### src/rtl/apb_fifo_sync.sv
// APB3-controlled synchronous FIFO with a stream pop port, occupancy thresholds and a registered interrupt.
// The push side is fed by APB writes to WDATA; the pop side drains through m_valid/m_ready.
module apb_fifo_sync #(
    parameter int DW    = 8,
    parameter int DEPTH = 8,
    localparam int LW   = $clog2(DEPTH) + 1
) (
    input  logic          PCLK,
    input  logic          PRESET,
    input  logic          PSEL,
    input  logic          PENABLE,
    input  logic          PWRITE,
    input  logic [7:0]    PADDR,
    input  logic [31:0]   PWDATA,
    output logic [31:0]   PRDATA,
    output logic          PREADY,
    output logic          PSLVERR,
    output logic          m_valid,
    input  logic          m_ready,
    output logic [DW-1:0] m_data,
    output logic          full_out,
    output logic          empty_out,
    output logic [LW-1:0] level_out,
    output logic          irq
);

    localparam int AW = LW - 1;
    localparam logic [LW-1:0] DEPTH_L = LW'(DEPTH);

    logic [DW-1:0] mem [DEPTH];

    logic [AW-1:0] wr_ptr_reg;
    logic [AW-1:0] rd_ptr_reg;
    logic [LW-1:0] level_reg;
    logic [LW-1:0] ae_th_reg;
    logic [LW-1:0] af_th_reg;
    logic [2:0]    irq_en_reg;
    logic          en_reg;
    logic          ovf_reg;
    logic          irq_reg;

    logic access;
    logic addr_ok;
    logic wr_ctrl;
    logic wr_wdata;
    logic wr_thresh;
    logic wr_irq_en;
    logic empty;
    logic full;
    logic almost_full;
    logic almost_empty;
    logic push_req;
    logic push;
    logic pop;
    logic overflow;
    logic flush;
    logic clr_ovf;
    logic [31:0] rdata;
    logic unused_pwdata;

    assign unused_pwdata = ^PWDATA;

    assign access    = PSEL & PENABLE;
    assign addr_ok   = (PADDR == 8'h00) | (PADDR == 8'h04) | (PADDR == 8'h08) |
                       (PADDR == 8'h10) | (PADDR == 8'h14);
    assign wr_ctrl   = access & PWRITE & (PADDR == 8'h00);
    assign wr_wdata  = access & PWRITE & (PADDR == 8'h08);
    assign wr_thresh = access & PWRITE & (PADDR == 8'h10);
    assign wr_irq_en = access & PWRITE & (PADDR == 8'h14);

    assign empty        = (level_reg == '0);
    assign full         = (level_reg == DEPTH_L);
    assign almost_full  = (level_reg >= af_th_reg);
    assign almost_empty = (level_reg <= ae_th_reg);

    // Push/pop decisions use start-of-cycle full/empty so a pop never frees room for a same-cycle push.
    assign push_req = wr_wdata & en_reg;
    assign push     = push_req & ~full;
    assign overflow = push_req & full;
    assign pop      = ~empty & m_ready;
    assign flush    = wr_ctrl & PWDATA[1];
    assign clr_ovf  = wr_ctrl & PWDATA[2];

    always_ff @(posedge PCLK or posedge PRESET) begin
        if (PRESET) begin
            wr_ptr_reg <= '0;
            rd_ptr_reg <= '0;
            level_reg  <= '0;
            ae_th_reg  <= LW'(1);
            af_th_reg  <= LW'(DEPTH - 1);
            irq_en_reg <= '0;
            en_reg     <= 1'b0;
            ovf_reg    <= 1'b0;
            irq_reg    <= 1'b0;
        end else begin
            if (wr_ctrl) begin
                en_reg <= PWDATA[0];
            end
            if (wr_thresh) begin
                ae_th_reg <= PWDATA[LW-1:0];
                af_th_reg <= PWDATA[16 +: LW];
            end
            if (wr_irq_en) begin
                irq_en_reg <= PWDATA[2:0];
            end
            if (overflow) begin
                ovf_reg <= 1'b1;
            end else if (clr_ovf) begin
                ovf_reg <= 1'b0;
            end
            irq_reg <= |(irq_en_reg & {almost_empty, almost_full, ovf_reg});
            if (flush) begin
                wr_ptr_reg <= '0;
                rd_ptr_reg <= '0;
                level_reg  <= '0;
            end else begin
                if (push) begin
                    wr_ptr_reg <= wr_ptr_reg + AW'(1);
                end
                if (pop) begin
                    rd_ptr_reg <= rd_ptr_reg + AW'(1);
                end
                if (push && !pop) begin
                    level_reg <= level_reg + LW'(1);
                end else if (pop && !push) begin
                    level_reg <= level_reg - LW'(1);
                end
            end
        end
    end

    // Storage is deliberately left unreset; only occupancy state decides what is visible.
    always_ff @(posedge PCLK) begin
        if (push) begin
            mem[wr_ptr_reg] <= PWDATA[DW-1:0];
        end
    end

    always_comb begin
        rdata = '0;
        if (!PWRITE) begin
            case (PADDR)
                8'h00: rdata[0] = en_reg;
                8'h04: begin
                    rdata[4:0]     = {almost_empty, almost_full, ovf_reg, full, empty};
                    rdata[16 +: LW] = level_reg;
                end
                8'h10: begin
                    rdata[LW-1:0]   = ae_th_reg;
                    rdata[16 +: LW] = af_th_reg;
                end
                8'h14: rdata[2:0] = irq_en_reg;
                default: rdata = '0;
            endcase
        end
    end

    assign PRDATA    = rdata;
    assign PREADY    = 1'b1;
    assign PSLVERR   = access & ~addr_ok & ~PRESET;
    assign m_valid   = ~empty;
    assign m_data    = empty ? '0 : mem[rd_ptr_reg];
    assign full_out  = full;
    assign empty_out = empty;
    assign level_out = level_reg;
    assign irq       = irq_reg;

endmodule

### config.mk
export PLATFORM = sky130hd
export DESIGN_NAME = apb_fifo_sync
export DESIGN_NICKNAME = d
export VERILOG_FILES = /design/src/rtl/apb_fifo_sync.sv
export SDC_FILE = /design/constraint.sdc
export NUM_CORES = 1
export LEC_CHECK = 0
export CAP_MARGIN = 20
export CORE_MARGIN = 3
export CORE_UTILIZATION = 30
export DETAILED_ROUTE_END_ITERATION = 10
export HOLD_SLACK_MARGIN = 0.12
export SLEW_MARGIN = 5
export SYNTH_ARGS = -nofsm -noshare
export SYNTH_HDL_FRONTEND = slang
export SYNTH_SLANG_ARGS = --single-unit
### constraint.sdc
create_clock -name PCLK -period 3.25 [get_ports PCLK]
set_input_delay 0.4875 -clock PCLK [delete_from_list [all_inputs] [get_ports PCLK]]
set_output_delay 0.4875 -clock PCLK [all_outputs]
set_load 0.01 [all_outputs]
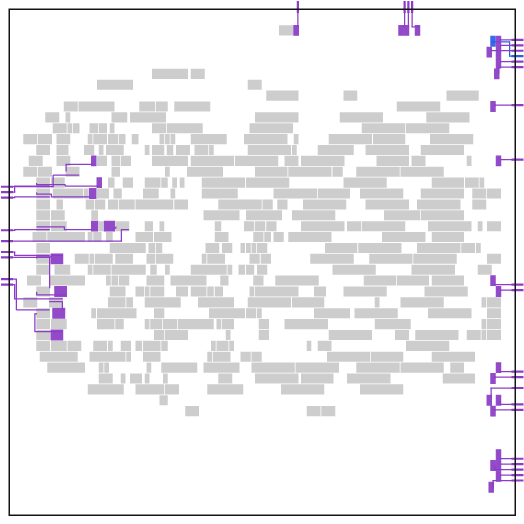
(run_1/port_trees.png)
(4 px per um)
| colour | port | bits | direction | edge | end cells | buffers | wire |
|---|---|---|---|---|---|---|---|
| purple | PRDATA | 32 | output | 19 right, 9 left, 4 top | 32 | 9 | 329 um |
| blue | PREADY | 1 | output | right | 1 | 0 | 8.90 um |
io pins: 96
IO Port Bufs: 51

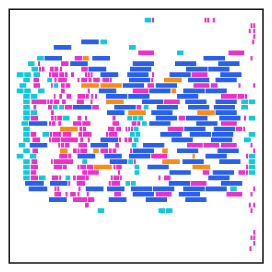
(run_1/class_map.png)
(2 px per um)
| colour | class | cells | share of their area |
|---|---|---|---|
| magenta | remaining logic cells | 205 | 32% |
| cyan | remaining buffers and delay cells | 72 | 13% |
| blue | sequential cells | 88 | 49% |
| orange | clock drivers and dummy loads | 16 | 5.9% |

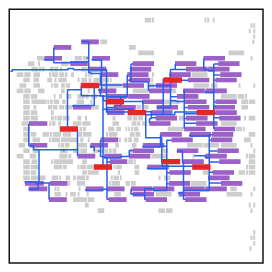
(run_1/clock_wires.png)
(2 px per um)
[purple] flip-flops | count: 88
[red] clock-net drivers | count: 9
[blue] clock wires | length: 1040 um
routed clock nets: 10
Clk pwr share: 0.288
Worst Skew: 0.00629 ns
Clk. pwr: 0.00105 W
Worst-Skew Late Latency: 0.34 ns

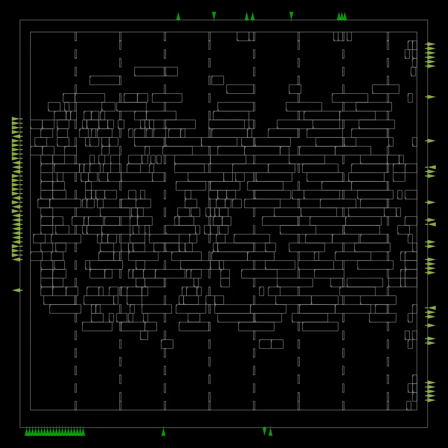
(run_1/placed.png)
flop share of the area: 0.470
number of tapcells: 180

==> results.txt, run 1 <==
Status: completed
Crit. Startpoint: level_out[1]
Yosys stat area: 4330 sq um
Synth cell count leaders: edfxtp_1, buf_4, nor2_1, dfrtp_1, mux2i_1
GRT Max-Usage Layer: met2
All-Layer GR Usage: 0.117
CP endpoint kind: output port
Synth area leader: edfxtp_1
Filler instances: 1357
Cells after Synth: 306
Vias in the first global route: 2751
Largest register FFs: 64
Routed WL per cell: 15.8 um
Seq power: 0.00139 W
Final worst-path cycle share: 0.923
First-pass GRT wire length: 14.6 mm
Comb pwr share: 0.329
Largest net degree at the start of global routing: 25
Slew HR: 0.360
Post-synth regs: 88
Worst slack at placement: 0.282 ns
# Cells Yosys: 306
Initial drt markers: 81
Synth warn: 0
Clock net sink count: 88
1st-pass router iterations: 5
WHS Endpoint: irq_en_reg[0]
Switching Share: 0.306
Metal3 WL: 484 um
Leak Pwr: 2.09 nW
GR Layer Usage met3: 0.0348
Final net count: 435
Clk buf depth: 2
Origin of the worst min-delay path: irq_en_reg[0]
Pwr Total: 0.00363 W
Die Ht: 126 um
Top layer in use: met4
Final core occ: 0.384
R2R depth: 7
Pwr dens: 676 nW/um^2
Register share after synthesis: 0.584
Drt total wl: 8.85 mm
Avg Inst Size Synth: 14.1 sq um
Cell Count Post-Placement: 545
Async S/R FF share, synth: 0.273
Register Area: 2530 sq um
Non-Filler Instances: 561
Endpoints failing hold: 0
Part of the power in registers: 0.383
==> run 1: layout make-up <==
cell class | count | share of cell area
sequential | 88 | 0.470
multi-input combinational | 188 | 0.295
timing repair buffer | 72 | 0.124
clock buffer | 10 | 0.0426
tap | 180 | 0.0419
clock inverter | 6 | 0.0140
inverter | 17 | 0.0119
==> run 1: logic make-up after synthesis <==
kind of cell	Yosys count	synth area share
flops	88	0.584
simple gates	77	0.0977
buf+inv	52	0.0705
mux	45	0.153
compound gates	25	0.0439
fa+ha+maj	13	0.0393
xor+xnor	4	0.00983
other cells	2	0.00173
==> run 1: worst max-delay path, stage by stage, from the launching register on <==
cell	delay [ns]
dfrtp_1	0.66
ha_1	0.33
nor2b_1	0.13
o21ai_0	0.15
a21oi_1	0.14
nor3_1	0.18
clkdlybuf4s50_1	0.57
==> inputs of run 2 (changes only) <==
CTS_CLUSTER_DIAMETER = 80   (was default)
GPL_TIMING_DRIVEN = 0   (was default)
==> results.txt, run 2 <==
Status: completed
Yosys aoi share: 0.0439
Worst-path cell chain: clkdlybuf4s50_1 > nor3_2 > and3_1 > clkbuf_2 > and2_1 > a22o_1 > clkdlybuf4s50_1
Worst slack at placement: 0.0769 ns
Main logic family after synthesis: multiplexers
Synth warn: 0
Part of the power in registers: 0.370
Final worst-path cycle share: 0.956
Async S/R FF share, synth: 0.273
XOR/XNOR Area Share: 0.00983
Most common cell on crit path: clkdlybuf4s50_1
Pwr dens: 666 nW/um^2
Yosys stat area: 4330 sq um
Switching Share: 0.305
Worst-Skew Late Latency: 0.34 ns
Largest stage delay, worst path: 0.54 ns
Cell Count Post-Placement: 558
Filler instances: 1338
Routed WL per cell: 15.5 um
Cells after Synth: 306
Top layer in use: met4
Largest net degree at the start of global routing: 25
All-Layer GR Usage: 0.114
Synth area leader: edfxtp_1
Clk pwr share: 0.281
Critical path buffers and inverters: 3
Clock net sink count: 88
Crit path depth: 7
CP endpoint kind: output port
Synth cell count leaders: edfxtp_1, buf_4, nor2_1, dfrtp_1, mux2i_1
Crit. Startpoint: PADDR[3]
Avg Inst Size Synth: 14.1 sq um
AND/OR/NAND/NOR Cells, Area Fraction: 0.0977
Leak Pwr: 2.17 nW
Vias in the first global route: 2629
Clk. pwr: 0.00102 W
Pwr Total: 0.00365 W
Post-synth mux share: 0.153
Io pins: 96
Endpoints failing hold: 0
Initial drt markers: 127
Clk buf depth: 2
GRT Max-Usage Layer: met2
[run 2: cell counts after synthesis]
Identical to the previous run, type by type.
[run 2: repair_timing]
item / CTS / global route
pin swaps: 0 / 1
resized: 2 / 2
endpoints found under the setup margin: 8 / 3
[run 2: how the worst min path moves through the flow]
stage	slack, ns	startpoint	to
global placement	0.51	ovf_reg	irq
floorplan	0.47	ovf_reg	irq
finish	0.51	PRESET	af_th_reg[3]
global route	0.54	PWRITE	ovf_reg
detailed placement	0.52	ovf_reg	irq
CTS	0.51	PWRITE	ovf_reg
[run 2: cell type report]
cell class,count,area (sq um),area share
clock inverters,6,66.3,0.0121
multi-input cells,188,1600,0.292
plain buffers,35,246,0.0449
clock buffers,10,229,0.0417
well taps,180,225,0.0411
inverters,17,63.8,0.0116
flip-flops and latches,88,2530,0.461
repair buffers,51,528,0.0963
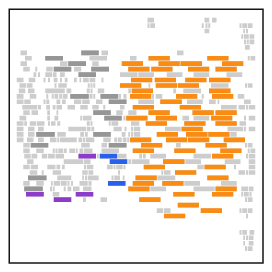
(run_2/ff_map.png)
(2 px per um)
| colour | netlist name | sequential cells |
|---|---|---|
| purple | level_out | 4 |
| blue | rd_ptr_reg | 3 |
| orange | mem | 64 |
not coloured: 17
flop share of the area: 0.461
Register Area: 2530 sq um
final core occ: 0.392
Seq power: 0.00135 W

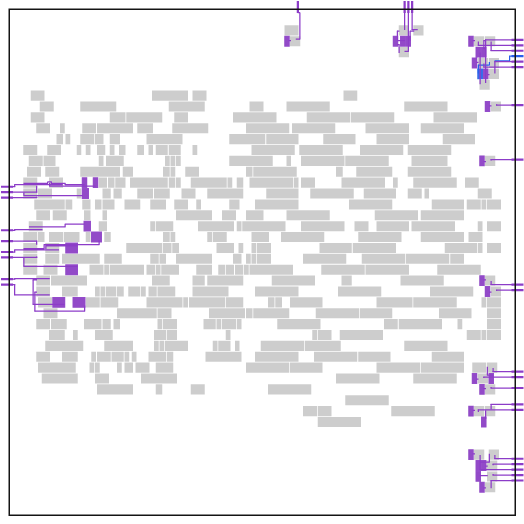
(run_2/port_trees.png)
(4 px per um)
| colour | port | bits | direction | edge | end cells | buffers | wire |
|---|---|---|---|---|---|---|---|
| blue | PREADY | 1 | output | right | 1 | 1 | 11.0 um |
| purple | PRDATA | 32 | output | 19 right, 9 left, 4 top | 32 | 32 | 426 um |
IO Port Bufs: 50

==> inputs of run 3 (changes only) <==
GPL_TIMING_DRIVEN = default   (was 0)
SLEW_MARGIN = default   (was 5)
==> results.txt, run 3 <==
Routed WL per cell: 15.8 um
Io pins: 96
Largest net degree at the start of global routing: 25
# Cells Yosys: 306
Post-synth mux share: 0.153
Crit path depth: 6
Part of the power in registers: 0.383
Post-synth regs: 88
Slowest CP cell: dfrtp_1
Filler instances: 1357
Initial drt markers: 81
Pwr dens: 676 nW/um^2
Main logic family after synthesis: multiplexers
Die Ht: 126 um
Worst Skew: 0.00629 ns
Worst-Skew Late Latency: 0.34 ns
WHS Endpoint: irq_en_reg[0]
Drt total wl: 8.85 mm
Largest stage delay, worst path: 0.66 ns
GRT Max-Usage Layer: met2
Clk buf depth: 2
Status: completed
Seq power: 0.00139 W
Slew HR: 0.360
Comb pwr share: 0.329
Origin of the worst min-delay path: irq_en_reg[0]
Final worst-path cycle share: 0.923
Adder-cell share of the synthesized area: 0.0393
-- run 3: cell counts after synthesis --
No cell type changed its count.
-- run 3: per-stage QoR --
stage                     cell area [sq um]   util  worst slack (ns)  power [W]
after CTS                              5370  0.384             0.242    0.00369
after floorplan                        4410      -             0.817    0.00217
after global routing                   5370  0.384            0.0563    0.00385
final                                  5370  0.384             0.249    0.00363
after global placement                 5070  0.362             0.290    0.00261
after detailed placement               5070  0.362             0.282    0.00263
-- run 3: layout make-up --
cell class                 count  area [sq um]  area share
clock inverter                 6          75.1      0.0140
multi-input combinational    188          1590       0.295
timing repair buffer          72           668       0.124
sequential                    88          2530       0.470
clock buffer                  10           229      0.0426
tap                          180           225      0.0419
inverter                      17          63.8      0.0119
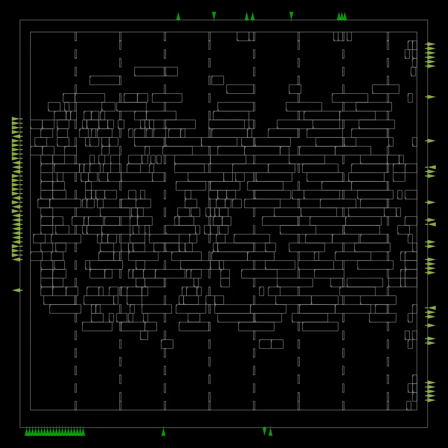
(run_3/placed.png)
flop share of the area: 0.470
core area: 14000 sq um
final core occ: 0.384

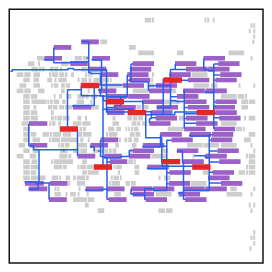
(run_3/clock_wires.png)
(2 px per um)
[blue] clock wires | length: 1040 um
[red] clock-net drivers | count: 9
[purple] flip-flops | count: 88
routed clock nets: 10

Power is estimated from default activity; no workload was simulated.
